Design fp_addsub_seq, sky130hd; sources not shown.
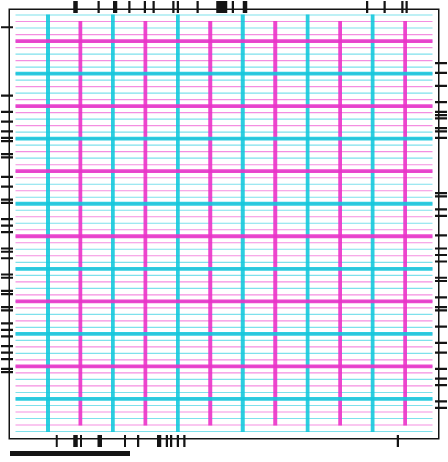
Fig. 1. PDN straps and rails (run 1).
Bar = 50 um. Pins as bars on the die edge.
cyan -> VSS
magenta -> VDD
met5 straps = 12
met1 rails = 65
signal pins = 102
met4 straps = 12
rows = 64
worst ir drop on vdd: 0.151 mV
Die Y: 179 um
chip width: 179 um
Core ar.: 30300 um^2

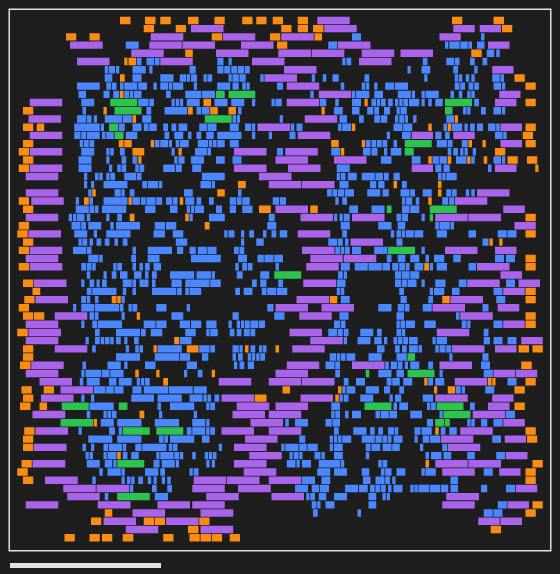
Fig. 2. Placed cells, one color a class (run 1).
Bar = 50 um.
green -> clock drivers and dummy loads  # cells 31, share of their area 4.1%
blue -> combinational and other logic  # cells 978, share of their area 48%
purple -> flops  # cells 184, share of their area 37%
orange -> other buffers and delay cells  # cells 184, share of their area 10%
fraction of area in registers: 35.9%
Rows: 64
Design Area, Final: 14400 um^2
Finished Core Util: 47.5%

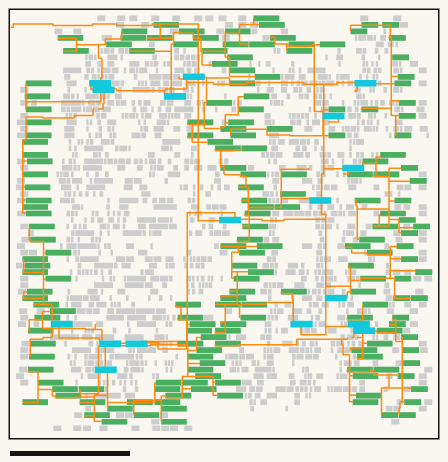
Fig. 3. Routed clock nets over the placement (run 1).
Bar = 50 um.
green -> flip-flops  # count 184
cyan -> clock drivers  # count 17
orange -> clock wires  # length 2710 um
routed clock nets = 18
flops lie = widely spread
Clock Skews: 0.0112 ns
clk latency late pin: 0.46 ns
P_clk: 881 uW
Clock Power Share: 30.7%

==> results.json, run 1 <==
{
  "cts.reportedPaths.clkPinSlew_ns": 0.07,
  "final_hold_viol_count": 0,
  "layout.cells.most_common": "nand2_1",
  "antenna_found_initial": 0,
  "cp_num_buf_inv": 7,
  "ys_ff": 184,
  "warning_count": 28,
  "worstMarginPinSlew_ns": 0.842,
  "synth.distinct_cells": 87,
  "ys_seq_share_pct": 42.3,
  "lay_top_cells": "nand2_1 (165), edfxtp_1 (149), clkdlybuf4s50_1 (100), nor2_1 (96), a21oi_1 (69)",
  "io_buffers": 100,
  "drtIter0Drc": 760,
  "post-dp-hpwl_mm": 26.5,
  "path_delay_family": "buffers and inverters",
  "grt_pass1_vias": 9436,
  "cts-buffers-inserted": 17,
  "syn2layout_area_growth_pct": 17.9,
  "slew_violations": 0,
  "drive_gt1_share_pct": 9.80,
  "synth.cell_area_um2": 12200,
  "max-slew-margin-rel_pct": 43.7,
  "whs_path_depth": 1,
  "syn-num-nets": 1364,
  "critical_path_class": "flop to flop",
  "leakagePower_nw": 5.46,
  "period_needed_ns": 7.37,
  "finalSetupViolations": 0,
  "crit_arrival_ns": 7.67,
  "io_pins": 102,
  "cp_common_cell": "clkbuf_2",
  "h-tree-depth": 4,
  "initCoreUtil_pct": 40.3,
  "rsz0062_at_grt": "no",
  "ant_nets": 0,
  "cts-root-buf": "clkbuf_16",
  "die-area_um2": 32000,
  "status": "finished clean",
  "cp.required_ns": 8.08,
  "ys_area_um2": 12200,
  "wl_mm": 33.7,
  "p_total_mw": 2.87
}
[run 1: through the flow]
step	hold WS, ns	setup TNS, ns
after global routing	0.498	0
after detailed placement	0.466	-0.279
after CTS	0.483	0
final	0.479	0
after floorplan	0.457	0
after global placement	0.461	-166.92
[run 1: kinds of logic after synthesis]
logic type      synth area share (%)
simple gates                    16.9
compound gates                  17.1
flops                           42.3
buf+inv                         4.36
mux                             8.63
fa+ha+maj                       6.50
xor+xnor                        4.22
[run 1: Yosys cell counts, types with 18 or more instances]
library cell	number	share of area (%)
a211oi_1	20	1.2
a21o_1	18	1.1
a21oi_1	69	2.8
a22o_1	22	1.6
clkbuf_1	51	1.6
dfxtp_1	35	5.7
edfxtp_1	149	37
ha_1	62	6.3
inv_1	55	1.7
mux2i_1	29	2.4
mux4_2	27	5.0
nand2_1	166	5.1
nand3_1	35	1.4
nor2_1	96	2.9
nor3_1	28	1.1
nor4_1	20	1.0
o21ai_0	64	2.6
xnor2_1	47	3.4
[run 1: routing by layer]
metal  vias up  GRT usage [%]  routed length, um
li1       4861              -                  -
met5         -              0                  0
met3        44           4.22               1850
met1      4744           29.1              15400
met2       316           34.7              15600
met4         0           7.52                879
[run 1: cell type report]
type | count | area [um^2]
repair buffers | 113 | 1100
fillers | 2907 | 15900
plain buffers | 71 | 329
flip-flops and latches | 184 | 5170
inverters | 56 | 210
well taps | 396 | 495
clock buffers | 17 | 425
multi-input cells | 922 | 6550
clock inverters | 14 | 145
[run 1: where the power goes]
part	internal (mW)	total (mW)	switching, mW
Sequential	1.14	1.17	0.0348
Clock	0.474	0.881	0.407
Combinational	0.342	0.821	0.478
Total	1.95	2.87	0.920
[run 1: timing repair]
action,CTS,global route
resized,1,8
endpoints found under the setup margin,3,15
endpoints found under the hold margin,0,0
==> run 2, diff against run 1 <==
--- a/config.mk
+++ b/config.mk
@@ -5,6 +5,7 @@
 export SDC_FILE = /design/constraint.sdc
 export NUM_CORES = 1
 export LEC_CHECK = 0
+export CORE_ASPECT_RATIO = 0.8
 export CORE_MARGIN = 2
 export CORE_UTILIZATION = 40
 export DETAILED_ROUTE_END_ITERATION = 8
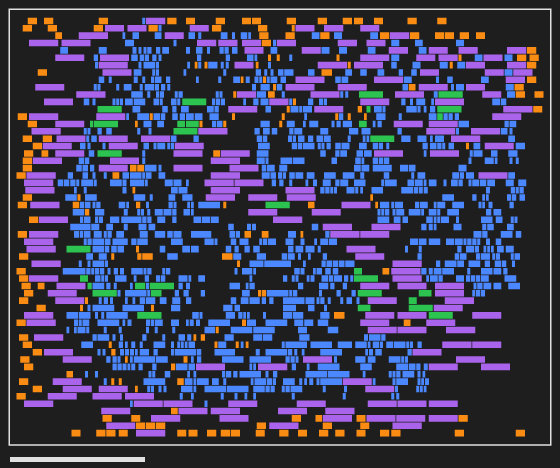
Fig. 4. Placed cells, one color a class (run 2).
Bar = 50 um.
orange -> other buffers and delay cells  # cells 183, share of their area 10%
purple -> flops  # cells 184, share of their area 37%
blue -> combinational and other logic  # cells 978, share of their area 48%
green -> clock drivers and dummy loads  # cells 32, share of their area 4.1%
Rows: 57
fraction of area in registers: 35.8%
Core ar.: 30200 um^2

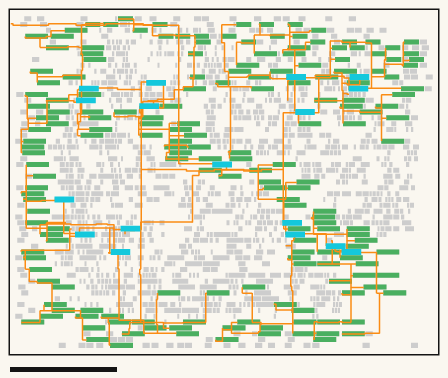
Fig. 5. Routed clock nets over the placement (run 2).
Bar = 50 um.
orange -> clock wires  # length 2650 um
green -> flip-flops  # count 184
cyan -> clock drivers  # count 17
flops lie = widely spread
routed clock nets = 18
clk latency late pin: 0.45 ns
P_clk: 866 uW
Clock Skews: 0.0129 ns
Clock Power Share: 30.1%

==> run 2 against run 1 <==
  * Critical path depth is 1 lower
  * Sequential cell count stayed put
  * Via count up 1.4%
  * Fmax increased by 0.42%
  * Sequential power is essentially flat
  * Final cell count rose by 0.96%
  * Sequential share of layout area shrank 0.059 points
  * Worst hold slack worse by 0.0011 ns
  * Register-to-register slack better by 0.03 ns
  * Core utilization grew 0.25 points
  * Largest cell class unchanged
==> results.json, run 2 <==
{
  "slew_violations": 0,
  "max-slew-margin-rel_pct": 38.5,
  "antenna_found_initial": 0,
  "layout.cells.most_common": "nand2_1",
  "logic_area_um2": 6550,
  "status": "finished clean",
  "worstMarginPinSlew_ns": 0.914,
  "cts-buffers-inserted": 17,
  "syn2layout_area_growth_pct": 18.1,
  "p_total_mw": 2.88,
  "ff_latch_area_um2": 5170,
  "finalSetupViolations": 0,
  "drive_gt1_share_pct": 9.88,
  "die-area_um2": 32000,
  "grt_pass1_vias": 9764,
  "warning_count": 28,
  "cts-root-buf": "clkbuf_16",
  "wl_mm": 35.7,
  "initCoreUtil_pct": 40.5,
  "top_area_share_pct": 36.6,
  "whs_path_depth": 1,
  "synth.cell_area_um2": 12200,
  "period_needed_ns": 7.33,
  "nFillCells": 2919,
  "post-dp-hpwl_mm": 28.3
}
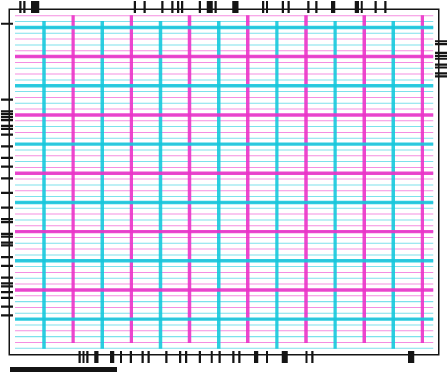
Fig. 6. PDN straps and rails (run 2).
Bar = 50 um. Pins as bars on the die edge.
cyan -> VSS
magenta -> VDD
met4 straps = 14
met5 straps = 11
signal pins = 102
rows = 57
met1 rails = 58
Die Y: 160 um
worst ir drop on vdd: 0.164 mV
chip width: 200 um

==> run 2: where the power goes <==
part           internal, mW  switching [mW]
clock network         0.460           0.406
logic                 0.342           0.495
registers              1.14          0.0369
==> run 2: kinds of logic (layout without fill, tap and decap cells) <==
group                      after synthesis  in the layout
DFF                                    184            184
adders and majority gates               63             63
xor gates and xnor gates                59             59
buffers and inverters                  127            271
muxes                                   69             69
AOI/OAI and AO/OA                      301            301
and+or+nand+nor                        430            430
==> run 2: critical path: stages (launching register included) <==
cell and delay, ns:
edfxtp_1 0.53, nor4_1 0.33, nand2_2 0.28, clkbuf_1 0.37
nand2_1 0.29, inv_1 0.14, ha_1 0.34, a21o_1 0.18
a211o_1 0.30, a211oi_2 0.46, a31o_2 0.34, nand2_4 0.16
buf_4 0.26, clkbuf_2 0.28, mux2i_1 0.19, ha_1 0.54
clkbuf_2 0.39, clkbuf_2 0.31, nand2_1 0.09, a211oi_1 0.27
o21ai_0 0.12, a21o_1 0.22, a31o_1 0.22, a2111oi_4 0.36
a31o_1 0.19
==> run 2: metrics by stage <==
step	utilization, %	instance area, um^2	hold WS (ns)
after floorplan	-	12200	0.457
after global placement	45.5	13800	0.462
after detailed placement	45.9	13900	0.468
after CTS	47.8	14500	0.485
after global routing	47.8	14500	0.497
final	47.8	14500	0.478
==> run 2: area by class of cell <==
class	count	area share, %
Timing Repair Buffer	113	7.63
Clock inverter	11	0.597
Inverter	56	1.45
Multi-Input combinational cell	922	45.3
Sequential cell	184	35.8
Clock buffer	21	3.40
Tap cell	413	3.58
Buffer	70	2.24
==> run 2: layer usage <==
| layer | vias to the layer above | track usage, % | share of wire [%] |
|---|---|---|---|
| li1 | 4861 | - | - |
| met1 | 4874 | 34.4 | 49 |
| met2 | 348 | 32.7 | 42 |
| met3 | 26 | 6.49 | 8.0 |
| met4 | 0 | 4.65 | 0.89 |
| met5 | - | 0 | 0 |
==> run 2: repair_timing <==
action | in CTS | in global routing
hold buffers | 0 | 0
cloned | 0 | 0
gates resized | 1 | 6
setup endpoints to repair | 6 | 21
pin swaps | 0 | 0
Power is estimated from default activity; no workload was simulated.
